**src/rtl/imm_encoder.sv**
```systemverilog
// Immediate encoder: range-checks an immediate for a RISC-V format and scatters it
// into an instruction template, through a two-stage valid/ready pipeline.
module imm_encoder (
  input  logic        clock,
  input  logic        reset,
  input  logic        io_in_valid,
  output logic        io_in_ready,
  input  logic [31:0] io_in_imm,
  input  logic [2:0]  io_in_immSrc,
  input  logic        io_in_immSign,
  input  logic [31:0] io_in_base,
  output logic        io_out_valid,
  input  logic        io_out_ready,
  output logic [31:0] io_out_inst,
  output logic        io_out_err,
  output logic [7:0]  io_errCount
);

  typedef enum logic [2:0] {
    SRC_I   = 3'd0,
    SRC_S   = 3'd1,
    SRC_B   = 3'd2,
    SRC_U   = 3'd3,
    SRC_J   = 3'd4,
    SRC_CSR = 3'd5
  } immSrc_e;

  logic        r_s1Valid;
  logic [31:0] r_s1Inst;
  logic        r_s1Err;
  logic        r_s2Valid;
  logic [31:0] r_s2Inst;
  logic        r_s2Err;
  logic [7:0]  r_errCount;

  logic        w_inFire;
  logic        w_outFire;
  logic        w_s2Load;
  logic        w_signOk11;
  logic        w_signOk12;
  logic        w_signOk20;
  logic        w_ok;
  logic [31:0] w_mask;
  logic [31:0] w_field;
  logic [31:0] w_encInst;
  logic        w_err;

  // A sign-checked immediate fits when every bit above the field's sign bit matches it.
  assign w_signOk11 = (&io_in_imm[31:11]) | ~(|io_in_imm[31:11]);
  assign w_signOk12 = (&io_in_imm[31:12]) | ~(|io_in_imm[31:12]);
  assign w_signOk20 = (&io_in_imm[31:20]) | ~(|io_in_imm[31:20]);

  always_comb begin
    w_mask  = 32'h0000_0000;
    w_field = 32'h0000_0000;
    w_ok    = 1'b0;
    case (immSrc_e'(io_in_immSrc))
      SRC_I: begin
        w_mask  = 32'hFFF0_0000;
        w_field = {io_in_imm[11:0], 20'b0};
        w_ok    = io_in_immSign ? w_signOk11 : ~(|io_in_imm[31:12]);
      end
      SRC_S: begin
        w_mask  = 32'hFE00_0F80;
        w_field = {io_in_imm[11:5], 13'b0, io_in_imm[4:0], 7'b0};
        w_ok    = io_in_immSign ? w_signOk11 : ~(|io_in_imm[31:12]);
      end
      SRC_B: begin
        w_mask  = 32'hFE00_0F80;
        w_field = {io_in_imm[12], io_in_imm[10:5], 13'b0,
                   io_in_imm[4:1], io_in_imm[11], 7'b0};
        w_ok    = ~io_in_imm[0] &
                  (io_in_immSign ? w_signOk12 : ~(|io_in_imm[31:13]));
      end
      SRC_U: begin
        w_mask  = 32'hFFFF_F000;
        w_field = {io_in_imm[31:12], 12'b0};
        w_ok    = ~(|io_in_imm[11:0]);
      end
      SRC_J: begin
        w_mask  = 32'hFFFF_F000;
        w_field = {io_in_imm[20], io_in_imm[10:1], io_in_imm[11],
                   io_in_imm[19:12], 12'b0};
        w_ok    = ~io_in_imm[0] &
                  (io_in_immSign ? w_signOk20 : ~(|io_in_imm[31:21]));
      end
      SRC_CSR: begin
        w_mask  = 32'h000F_8000;
        w_field = {12'b0, io_in_imm[4:0], 15'b0};
        w_ok    = ~(|io_in_imm[31:5]);
      end
      default: begin
        w_ok    = 1'b0;
      end
    endcase
  end

  // Rejected immediates pass the template through untouched so the error is visible downstream.
  assign w_encInst = w_ok ? ((io_in_base & ~w_mask) | w_field) : io_in_base;
  assign w_err     = ~w_ok;

  assign io_in_ready = ~r_s1Valid | ~r_s2Valid | io_out_ready;
  assign w_inFire    = io_in_valid & io_in_ready;
  assign w_outFire   = r_s2Valid & io_out_ready;
  assign w_s2Load    = r_s1Valid & (~r_s2Valid | io_out_ready);

  always_ff @(posedge clock or negedge reset) begin
    if (!reset) begin
      r_s1Valid <= 1'b0;
      r_s1Inst  <= 32'h0000_0000;
      r_s1Err   <= 1'b0;
    end else if (w_inFire) begin
      r_s1Valid <= 1'b1;
      r_s1Inst  <= w_encInst;
      r_s1Err   <= w_err;
    end else if (w_s2Load) begin
      r_s1Valid <= 1'b0;
    end
  end

  always_ff @(posedge clock or negedge reset) begin
    if (!reset) begin
      r_s2Valid <= 1'b0;
      r_s2Inst  <= 32'h0000_0000;
      r_s2Err   <= 1'b0;
    end else if (w_s2Load) begin
      r_s2Valid <= 1'b1;
      r_s2Inst  <= r_s1Inst;
      r_s2Err   <= r_s1Err;
    end else if (w_outFire) begin
      r_s2Valid <= 1'b0;
    end
  end

  always_ff @(posedge clock or negedge reset) begin
    if (!reset) begin
      r_errCount <= 8'h00;
    end else if (w_outFire && r_s2Err && (r_errCount != 8'hFF)) begin
      r_errCount <= r_errCount + 8'd1;
    end
  end

  assign io_out_valid = r_s2Valid;
  assign io_out_inst  = r_s2Inst;
  assign io_out_err   = r_s2Err;
  assign io_errCount  = r_errCount;

endmodule
```
**config.mk**
```make
export PLATFORM = sky130hd
export DESIGN_NAME = imm_encoder
export DESIGN_NICKNAME = d
export VERILOG_FILES = /design/src/rtl/imm_encoder.sv
export SDC_FILE = /design/constraint.sdc
export NUM_CORES = 1
export LEC_CHECK = 0
export CAP_MARGIN = 20
export CORE_MARGIN = 1.5
export CORE_UTILIZATION = 51
export DETAILED_ROUTE_END_ITERATION = 7
export PLACE_DENSITY = 0.86
export SETUP_SLACK_MARGIN = 0.3
export SLEW_MARGIN = 20
export SYNTH_ARGS = -nofsm -noshare
export SYNTH_HDL_FRONTEND = slang
export SYNTH_SLANG_ARGS = --single-unit
```
**constraint.sdc**
```tcl
create_clock -name clock -period 5 [get_ports clock]
set_input_delay 1 -clock clock [delete_from_list [all_inputs] [get_ports clock]]
set_output_delay 1 -clock clock [all_outputs]
set_load 0.01 [all_outputs]
```
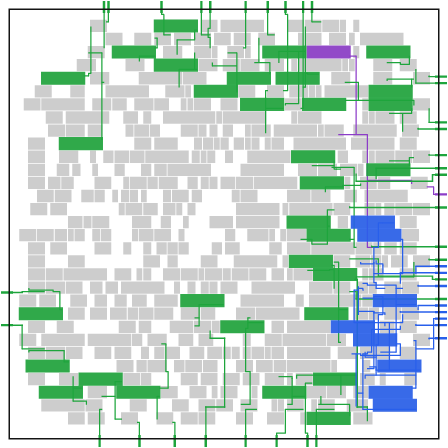
Figure 1: wires at chosen ports, followed through buffers.
io_out_err -> purple  # bits 1, direction output, edge right, end cells 1, buffers 1, wire 62.0 um
io_errCount -> blue  # bits 8, direction output, edge right, end cells 8, buffers 8, wire 298 um
io_out_inst -> green  # bits 32, direction output, edge 12 right, 10 top, 8 bottom, 2 left, end cells 32, buffers 32, wire 783 um
I/O pins: 115
count of port buffers added during placement: 114

==> results.txt <==
Implementation results are summarized by area below.

Power and ir drop
The reported net switching power is 547 uW. The cell-internal power is 1400 uW. The portion of total power attributed to combinational logic is between 20% and 30%. Of the total power, the share spent switching nets is 28.1%.

The worst-case IR drop observed on VDD is 0.000137 V. The clock network fraction of design power is slightly below 30%. Summing internal, switching and leakage power gives 1950 uW. The sequential fraction of design power is a little over two fifths.

Worst setup path
Broken down by cell family, the worst path's largest delay share belongs to AND-OR/OR-AND gates. The element type at the critical path end is a flip-flop. The longest individual stage delay on the worst path is 0.59 ns. The critical path maximum fanout is 15.

The script reports the combined buffer and inverter count of the critical path as 2.

CTS
Buffers inserted during clock tree synthesis total 9. The sink count of the clock tree is between 70 and 80. The buffers inserted during post-CTS setup optimization is 0. The buffer cell driving the clock tree root is sky130_fd_sc_hd__clkbuf_8. The number of hold buffers added after cts is 0.

Route
In the routed design, unresolved DRC markers number 0. Wire segments on met2 add up to roughly 5.0 mm in the final route. Per the detail_route report, the via count comes to 3284. The count of routing violations after the opening detailed-route iteration is about 160.

GRT
The wire length of the first global-routing pass is approximately 16 mm. The initial antenna violation count is 0. The layer with the highest usage is met2. The fraction of met3 tracks used by global routing is under 10%. The total global-route track usage is a little over a quarter. Entering global routing, the biggest net connects 77 pins.

The global routing met1 resource utilization is 34.4%.

Worst hold path
The type of the worst min-delay path is reg2reg.

Run
The number of maximum-capacitance violations is 0. OpenROAD emitted warnings numbering 26.

Cells and area
The total of fill cells in the finished design is around 540. The number of antenna diodes in the final layout is 0. Between the synthesized netlist and the finished layout, the area growth was recorded as 38.6%. According to the finish report, the design has a final net count of about 530. Cells with a size suffix above 1 make up between 10% and 20% of the layout.

Synthesis
The average footprint of a synthesized cell is 10.9 um2. Counting every instance in the synthesized netlist gives 345. Yosys printed 0 warnings. Sorting the Yosys area breakdown by cell type puts at the top sky130_fd_sc_hd__dfrtp_1. The most used flip-flop cell after synthesis is sky130_fd_sc_hd__dfrtp_1.

The async set or reset register ratio after synthesis is 100%. For this run the top cell type by instance count after synthesis was sky130_fd_sc_hd__dfrtp_1. Yosys stat counts roughly 350 cells in the synthesized netlist. The portion of the post-synthesis area used by sequential elements is roughly 50%. The number of nets at floorplan is around 420. The chip area in the Yosys report is between 3000 and 4000 um2. The share of the synthesized area in the top cell type is 50.4%. The number of distinct library cells after synthesis is 50.

Floorplanning
The vertical die dimension is between 80 and 90 um. In this run the horizontal extent of the chip is approximately 90 um.

STA
The max-slew headroom at the worst pin is ~29%. Endpoints with negative setup slack in the final report add up to 0. OpenROAD reports that the post-layout worst path occupies between 70% and 80% of the period.

Placed design
The detailed placer's ending HPWL is roughly 7 mm.

Outcome
The flow ran to the end, and the final reports show no timing, DRC or antenna violations.
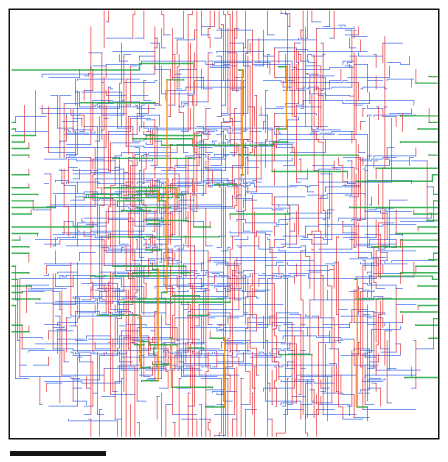
Figure 2: signal wires by layer.
Bar = 20 um.
met3 -> green  # wire length 750 um
met2 -> red  # wire length 5020 um
met1 -> blue  # wire length 4040 um
met4 -> orange  # wire length 202 um

## kinds of logic (layout without fill, tap and decap cells)
logic type	after synthesis	count (layout)	share of synthesized area, %
buffers and inverters	28	143	3.22
muxes	40	40	11.7
xor gates and xnor gates	9	9	2.09
and+or+nand+nor	122	122	17.5
DFF	76	76	50.4
adders and majority gates	1	1	0.332
AOI/OAI and AO/OA	69	69	14.7
## power groups by stage
stage	clock network (uW)	logic [uW]	registers (uW)
floorplan	0	196	862
global placement	0	526	826
detailed placement	0	540	837
CTS	584	544	827
global route	609	587	840
finish	578	541	826
## per-stage QoR
stage,std cells,util (%),hold WS [ns],worst slack (ns)
after floorplan,345,-,0.442,1.90
after global placement,543,69.0,0.453,1.21
after detailed placement,543,69.0,0.468,1.13
after CTS,559,72.4,0.488,1.43
after global routing,559,72.4,0.508,1.29
final,559,72.4,0.483,1.40
## area by class of cell
cell class	instances	area share [%]
sequential	76	36.4
multi-input combinational	241	33.5
timing repair buffer	119	22.5
clock buffer	9	2.37
tap	99	2.37
clock inverter	7	2.32
inverter	8	0.575
## registers in the layout, summed over array words and instances (netlist names)
signal and cells:
io_errCount 8, io_out_valid 1, io_out_err 1, io_out_inst 32, r_s1Valid 1, r_s1Inst 32
r_s1Err 1
## worst paths after layout
kind,startpoint,slack [ns],end,cells after the start
hold / removal,r_s1Inst[4],0.48,r_s1Inst[4],2
max in group asynchronous,reset,3.61,io_out_inst[9],1
min in group asynchronous,reset,0.80,io_errCount[4],1
setup / recovery,io_in_imm[23],1.40,r_s1Inst[29],9
hold reg to reg,r_s1Inst[4],0.48,r_s1Inst[4],2
setup reg to reg,io_errCount[0],2.96,io_errCount[5],6
## tightest hold or removal path: cells and delay by family, from the launching register on
kind | cells | cell delay, ns
flops | 1 | 0.35
simple gates | 2 | 0.10
Power is estimated from default activity; no workload was simulated.
